--- config.mk ---
export PLATFORM = sky130hd
export DESIGN_NAME = uart_client_link
export DESIGN_NICKNAME = d
export VERILOG_FILES = /design/src/rtl/uart_client_link.sv
export SDC_FILE = /design/constraint.sdc
export NUM_CORES = 1
export LEC_CHECK = 0
export ABC_AREA = 1
export ABC_CLOCK_PERIOD_IN_PS = 2100
export CAP_MARGIN = 10
export CORE_MARGIN = 3
export CORE_UTILIZATION = 30
export CTS_BUF_LIST = sky130_fd_sc_hd__clkbuf_8
export CTS_CLUSTER_SIZE = 12
export DETAILED_ROUTE_END_ITERATION = 6
export SYNTH_ARGS = -nofsm -noshare
export SYNTH_HDL_FRONTEND = slang
export SYNTH_SLANG_ARGS = --single-unit
--- constraint.sdc ---
create_clock -name clock -period 2.1 [get_ports clock]
set_clock_uncertainty 0.05 [all_clocks]
set_input_delay 0.42 -clock clock [delete_from_list [all_inputs] [get_ports clock]]
set_output_delay 0.42 -clock clock [all_outputs]
set_load 0.03 [all_outputs]
--- src/rtl/uart_client_link.sv ---
// Client-side link controller: turns host commands into signal/payload byte sequences on the UART
// and tracks the Device's grant and streaming state from its acknowledgements.
module uart_client_link #(
  parameter int unsigned CLK_TIMEOUT = 1000000,
  parameter logic [3:0]  CRC_SIG     = 4'h1,
  parameter logic [3:0]  RGC_SIG     = 4'h2,
  parameter logic [3:0]  ACK_SIG     = 4'h3,
  parameter logic [3:0]  BOS_SIG     = 4'h4,
  parameter logic [3:0]  EOS_SIG     = 4'h5,
  parameter logic [3:0]  DAT_SIG     = 4'h6,
  parameter logic [3:0]  KEY_SIG     = 4'h7
) (
  input  logic       clock,
  input  logic       reset,
  input  logic       cmd_valid,
  input  logic [2:0] cmd,
  input  logic [7:0] cmd_data,
  output logic       cmd_ready,
  output logic       done,
  output logic       error,
  output logic       granted,
  output logic       streaming,
  output logic       tx_en,
  output logic [7:0] tx_byte,
  input  logic       tx_complete,
  input  logic [7:0] rx_byte,
  input  logic       rx_complete,
  output logic       rx_ack
);

  localparam int unsigned CntW = $clog2(CLK_TIMEOUT) + 1;

  localparam logic [2:0] CmdKey = 3'd0;
  localparam logic [2:0] CmdCrc = 3'd1;
  localparam logic [2:0] CmdBos = 3'd2;
  localparam logic [2:0] CmdDat = 3'd3;
  localparam logic [2:0] CmdEos = 3'd4;

  typedef enum logic [2:0] {
    StIdle, StLoad, StTrig, StTxWait, StRxWait, StRxAck, StDone, StFail
  } state_e;

  state_e          state_q, state_d;
  logic [2:0]      cmd_q, cmd_d;
  logic [7:0]      data_q, data_d;
  logic            step_q, step_d;
  logic [7:0]      tx_byte_q, tx_byte_d;
  logic            rx_ack_q, rx_ack_d;
  logic            rx_hold_q, rx_hold_d;
  logic [3:0]      rx_nib_q, rx_nib_d;
  logic [CntW-1:0] cnt_q, cnt_d;
  logic            granted_q, granted_d;
  logic            streaming_q, streaming_d;

  logic       rx_take;
  logic       timeout;
  logic       illegal;
  logic [3:0] sig;
  logic [3:0] expect_nib;
  logic       unused_rx_low;

  assign unused_rx_low = ^rx_byte[3:0];

  // rx_hold_q marks a byte already acknowledged while rx_complete is still high.
  assign rx_take    = rx_complete && !rx_hold_q;
  assign timeout    = (cnt_q == CntW'(CLK_TIMEOUT - 1));
  assign expect_nib = (cmd_q == CmdCrc) ? RGC_SIG : ACK_SIG;
  assign illegal    = (cmd > CmdEos) ||
                      (((cmd == CmdDat) || (cmd == CmdBos)) && !granted_q) ||
                      ((cmd == CmdCrc) && granted_q) ||
                      ((cmd == CmdBos) && streaming_q);

  always_comb begin
    sig = EOS_SIG;
    case (cmd_q)
      CmdKey:  sig = KEY_SIG;
      CmdCrc:  sig = CRC_SIG;
      CmdBos:  sig = BOS_SIG;
      CmdDat:  sig = DAT_SIG;
      default: sig = EOS_SIG;
    endcase
  end

  always_comb begin
    state_d     = state_q;
    cmd_d       = cmd_q;
    data_d      = data_q;
    step_d      = step_q;
    tx_byte_d   = tx_byte_q;
    rx_ack_d    = 1'b0;
    rx_hold_d   = rx_hold_q && rx_complete;
    rx_nib_d    = rx_nib_q;
    cnt_d       = cnt_q;
    granted_d   = granted_q;
    streaming_d = streaming_q;

    // Any fresh byte is acknowledged once; outside RXWAIT it is simply dropped.
    if (rx_take && (state_q != StRxAck)) begin
      rx_ack_d  = 1'b1;
      rx_hold_d = 1'b1;
      rx_nib_d  = rx_byte[7:4];
    end

    case (state_q)
      StIdle: begin
        if (cmd_valid) begin
          cmd_d   = cmd;
          data_d  = cmd_data;
          step_d  = 1'b0;
          state_d = illegal ? StFail : StLoad;
        end
      end
      StLoad: begin
        tx_byte_d = step_q ? data_q : {sig, 4'b0000};
        state_d   = StTrig;
      end
      StTrig: state_d = StTxWait;
      StTxWait: begin
        if (tx_complete) begin
          if (step_q) begin
            state_d = StDone;
          end else if (cmd_q == CmdKey) begin
            step_d  = 1'b1;
            state_d = StLoad;
          end else if (cmd_q == CmdEos) begin
            granted_d   = 1'b0;
            streaming_d = 1'b0;
            state_d     = StDone;
          end else begin
            cnt_d   = '0;
            state_d = StRxWait;
          end
        end
      end
      StRxWait: begin
        if (timeout) begin
          state_d = StFail;
        end else begin
          cnt_d = cnt_q + CntW'(1);
          if (rx_take) state_d = StRxAck;
        end
      end
      StRxAck: begin
        if (timeout) begin
          state_d = StFail;
        end else begin
          cnt_d = cnt_q + CntW'(1);
          if (rx_nib_q == expect_nib) begin
            if (cmd_q == CmdCrc) begin
              granted_d = 1'b1;
              state_d   = StDone;
            end else if (cmd_q == CmdBos) begin
              streaming_d = 1'b1;
              state_d     = StDone;
            end else begin
              step_d  = 1'b1;
              state_d = StLoad;
            end
          end else if (!rx_complete) begin
            state_d = StRxWait;
          end
        end
      end
      StDone:  state_d = StIdle;
      StFail:  state_d = StIdle;
      default: state_d = StIdle;
    endcase
  end

  always_ff @(posedge clock) begin
    if (!reset) begin
      state_q     <= StIdle;
      cmd_q       <= '0;
      data_q      <= '0;
      step_q      <= 1'b0;
      tx_byte_q   <= '0;
      rx_ack_q    <= 1'b0;
      rx_hold_q   <= 1'b0;
      rx_nib_q    <= '0;
      cnt_q       <= '0;
      granted_q   <= 1'b0;
      streaming_q <= 1'b0;
    end else begin
      state_q     <= state_d;
      cmd_q       <= cmd_d;
      data_q      <= data_d;
      step_q      <= step_d;
      tx_byte_q   <= tx_byte_d;
      rx_ack_q    <= rx_ack_d;
      rx_hold_q   <= rx_hold_d;
      rx_nib_q    <= rx_nib_d;
      cnt_q       <= cnt_d;
      granted_q   <= granted_d;
      streaming_q <= streaming_d;
    end
  end

  assign cmd_ready = (state_q == StIdle);
  assign done      = (state_q == StDone);
  assign error     = (state_q == StFail);
  assign tx_en     = (state_q != StTrig);
  assign tx_byte   = tx_byte_q;
  assign rx_ack    = rx_ack_q;
  assign granted   = granted_q;
  assign streaming = streaming_q;

endmodule

==> images/floorplan.png <==
Bar = 20 um. Pins as bars on the die edge.
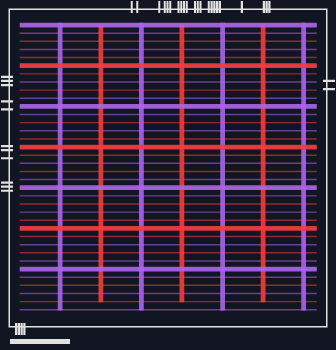
- purple: VSS
- red: VDD
- rows: 35
- met4 straps: 7
- met1 rails: 36
- met5 straps: 7

==> images/class_map.png <==
Fill, decap, tap and diode cells in gray.
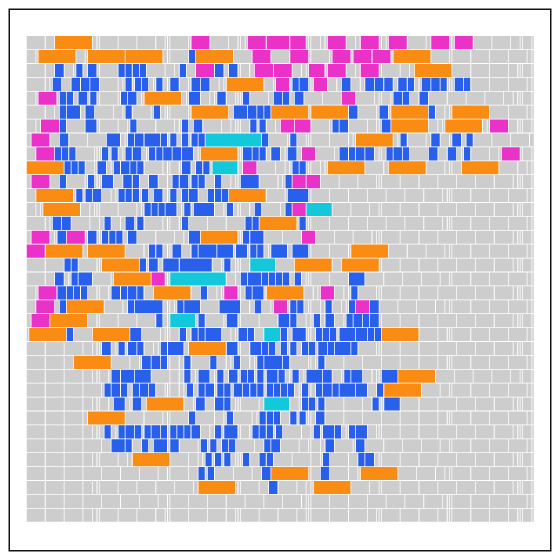
- orange: registers (cells 52; share of their area 30%)
- cyan: clock drivers and dummy loads (cells 8; share of their area 3.9%)
- blue: remaining logic cells (cells 403; share of their area 54%)
- magenta: remaining buffers and delay cells (cells 49; share of their area 13%)
cell area after layout: 3675 um2
core footprint: 9459 um2
utilization after layout: 0.3885
fraction of area in registers: 0.2833

==> images/clock_wires.png <==
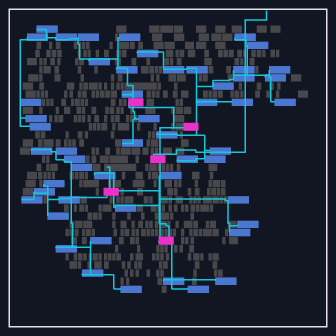
- magenta: clock-net drivers (count 5)
- blue: flip-flops (count 52)
- cyan: clock wires (length 759 um)
- routed clock nets: 6
- flops lie: spread over the die
clock group share of total power: 0.248
power drawn by the clock network: 851 uW
Latency at later pin: 0.31 ns

==> run notes <==
The layout was made with Yosys and OpenROAD.

The share of power burned in registers is 0.359. The first global-routing pass estimated 13.04 mm of wire. The area of the mapped netlist is 2980 um2. The number of hold-repair buffers added at the cts stage is 0. The layout overhead on the synthesized area is 23.30%. Sorting the synthesized cells by area gives the leading types as dfxtp_1, nand2_1, nor2_1. Sequential cells consume a total of 1.23 mW.

The sum of overflow across all layers after global routing is 0. The source of the worst hold timing path is data_q[7]. Per the slew report, the remaining headroom to the max-slew limit stands at 0.7176. Of the post-synthesis cell area, the dominant cell type holds 0.3493.

The register-to-register setup slack is 0.22 ns. The chip area is 11170 um2. The report lists the number of standard-cell rows as 35. The die height is 105.7 um. The final antenna diode tally reported by the flow is 0. The tool warning count is 30. The post-DP HPWL is 5.748 mm. Walking the worst path, the cells encountered are nor2_1 -> nand2_1 -> inv_1 -> dlygate4sd2_1. The adder and majority cell fraction of the synthesized area is 0.004198. The final timing report lists a max-slew violation count of 0. The final layout report lists a non-clock buffer count of 49. The run finished with clean final reports.

The required time of the worst setup path is 1.63 ns. The count of nets left with antenna violations once routing finished came out at 0. The largest family of logic cells by area is simple AND/OR/NAND/NOR gates. The main power-consuming group is combinational logic. The routed design shows a via density per instance of 4.768. The endpoint class of the critical path is an output pin.

The registers of the reported paths see a clock transition of 0.10 ns. The worst path in the final design needs a cycle of 1.893 ns, including I/O delays and setup. The highest ir drop seen on vdd is 454.7 uV. The detailed router finished its first iteration with 203 violations. Dividing the final minimum period by the clock period gives 0.9013.

The total placed instance area is 3531 um2. The simple-gate share of the synthesized area is 0.4118. The final net count is 536.

The met3 track demand over resource in global routing is 0.02266. Counting the warning lines in the Yosys log gives 0. The met1 routed wirelength after detailed routing is 3.686 mm. Power attributed to combinational cells is 1.35 mW. The parity-gate share of the synthesized area counting xor and xnor cells is 0.01763.

Per the layout report, the design carries 1049 filler cells. The max capacitance violation total is 0. The highest layer touched by signal routing is met4. The initial antenna violation count was 0.

Adding up every negative setup slack in the final design gives 0 ns. The net count after synthesis is 492. The count of flip-flops with a built-in enable after synthesis is 0. The gate family responsible for the most delay along the worst path is buffers and inverters. The number of flip-flops in the largest register is 21. The worst setup path startpoint is state_q[0]. The maximum clock insertion buffer count is 2. Among all cell classes, the greatest summed area belongs to multi-input combinational cells. The number of failing setup endpoints in the final timing report is 0. Counting tap cells, the placed design contains a total of 633 instances. The wire length on met2 is 3.475 mm. The floorplan step records an initial core utilization of 0.3151.

The startpoint identified for the worst register-to-register timing path is cnt_q[1]. In this run the tool buffered the top-level ports with 34 buffer cells. The signal arrival time at the worst endpoint is 1.42 ns. Yosys reports that the most numerous cell types are nand2_1, nor2_1, dfxtp_1, nand3_1, inv_1. The worst reg2reg path depth is 8. The cell count in the Yosys report is 467.

The top flip-flop cell by instance count after synthesis is dfxtp_1. The share of flip-flops with an asynchronous set or reset is 0. The leakage power of the design is 1.317 nW. The register ranked first by flip-flop count is cnt_q. The final instance count without filler cells is 641. Of all nets on the critical path, the largest fanout is 4. In the hold report, the worst path ends at data_q[7]. The fraction of cell area in multi-input combinational cells is reported as 0.4675. A synthesized cell averages 6.382 um2. The delay of the slowest cell on the worst path is 0.41 ns.

The met1 capacity usage during global routing is 0.1911. After technology mapping, the gate count stands at 467. After layout, the inverter instance count without clock inverters stands at 44. Per the layout area report, the register area comes to 1041 um2.
==> images/layers.png <==
Bar = 20 um. Only two layers are drawn.
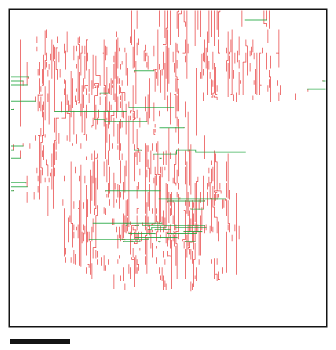
- red: M2 (wire length 3480 um)
- green: M3 (wire length 357 um)
aggregate global-route resource usage: 0.1396
total wire length after detailed routing: 7.612 mm
vias: 3056
average wire length per cell after detail routing: 11.88 um

==> images/clock_nets.png <==
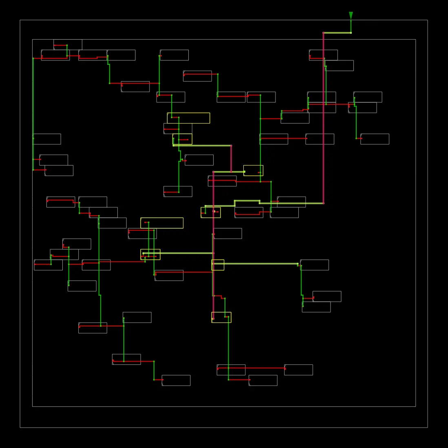
clk sink count: 52
Flops: 52
number of clock buffers in the layout: 5
number of buffers created by CTS: 5

No activity file was given, so power comes from the tool's default toggle rates.
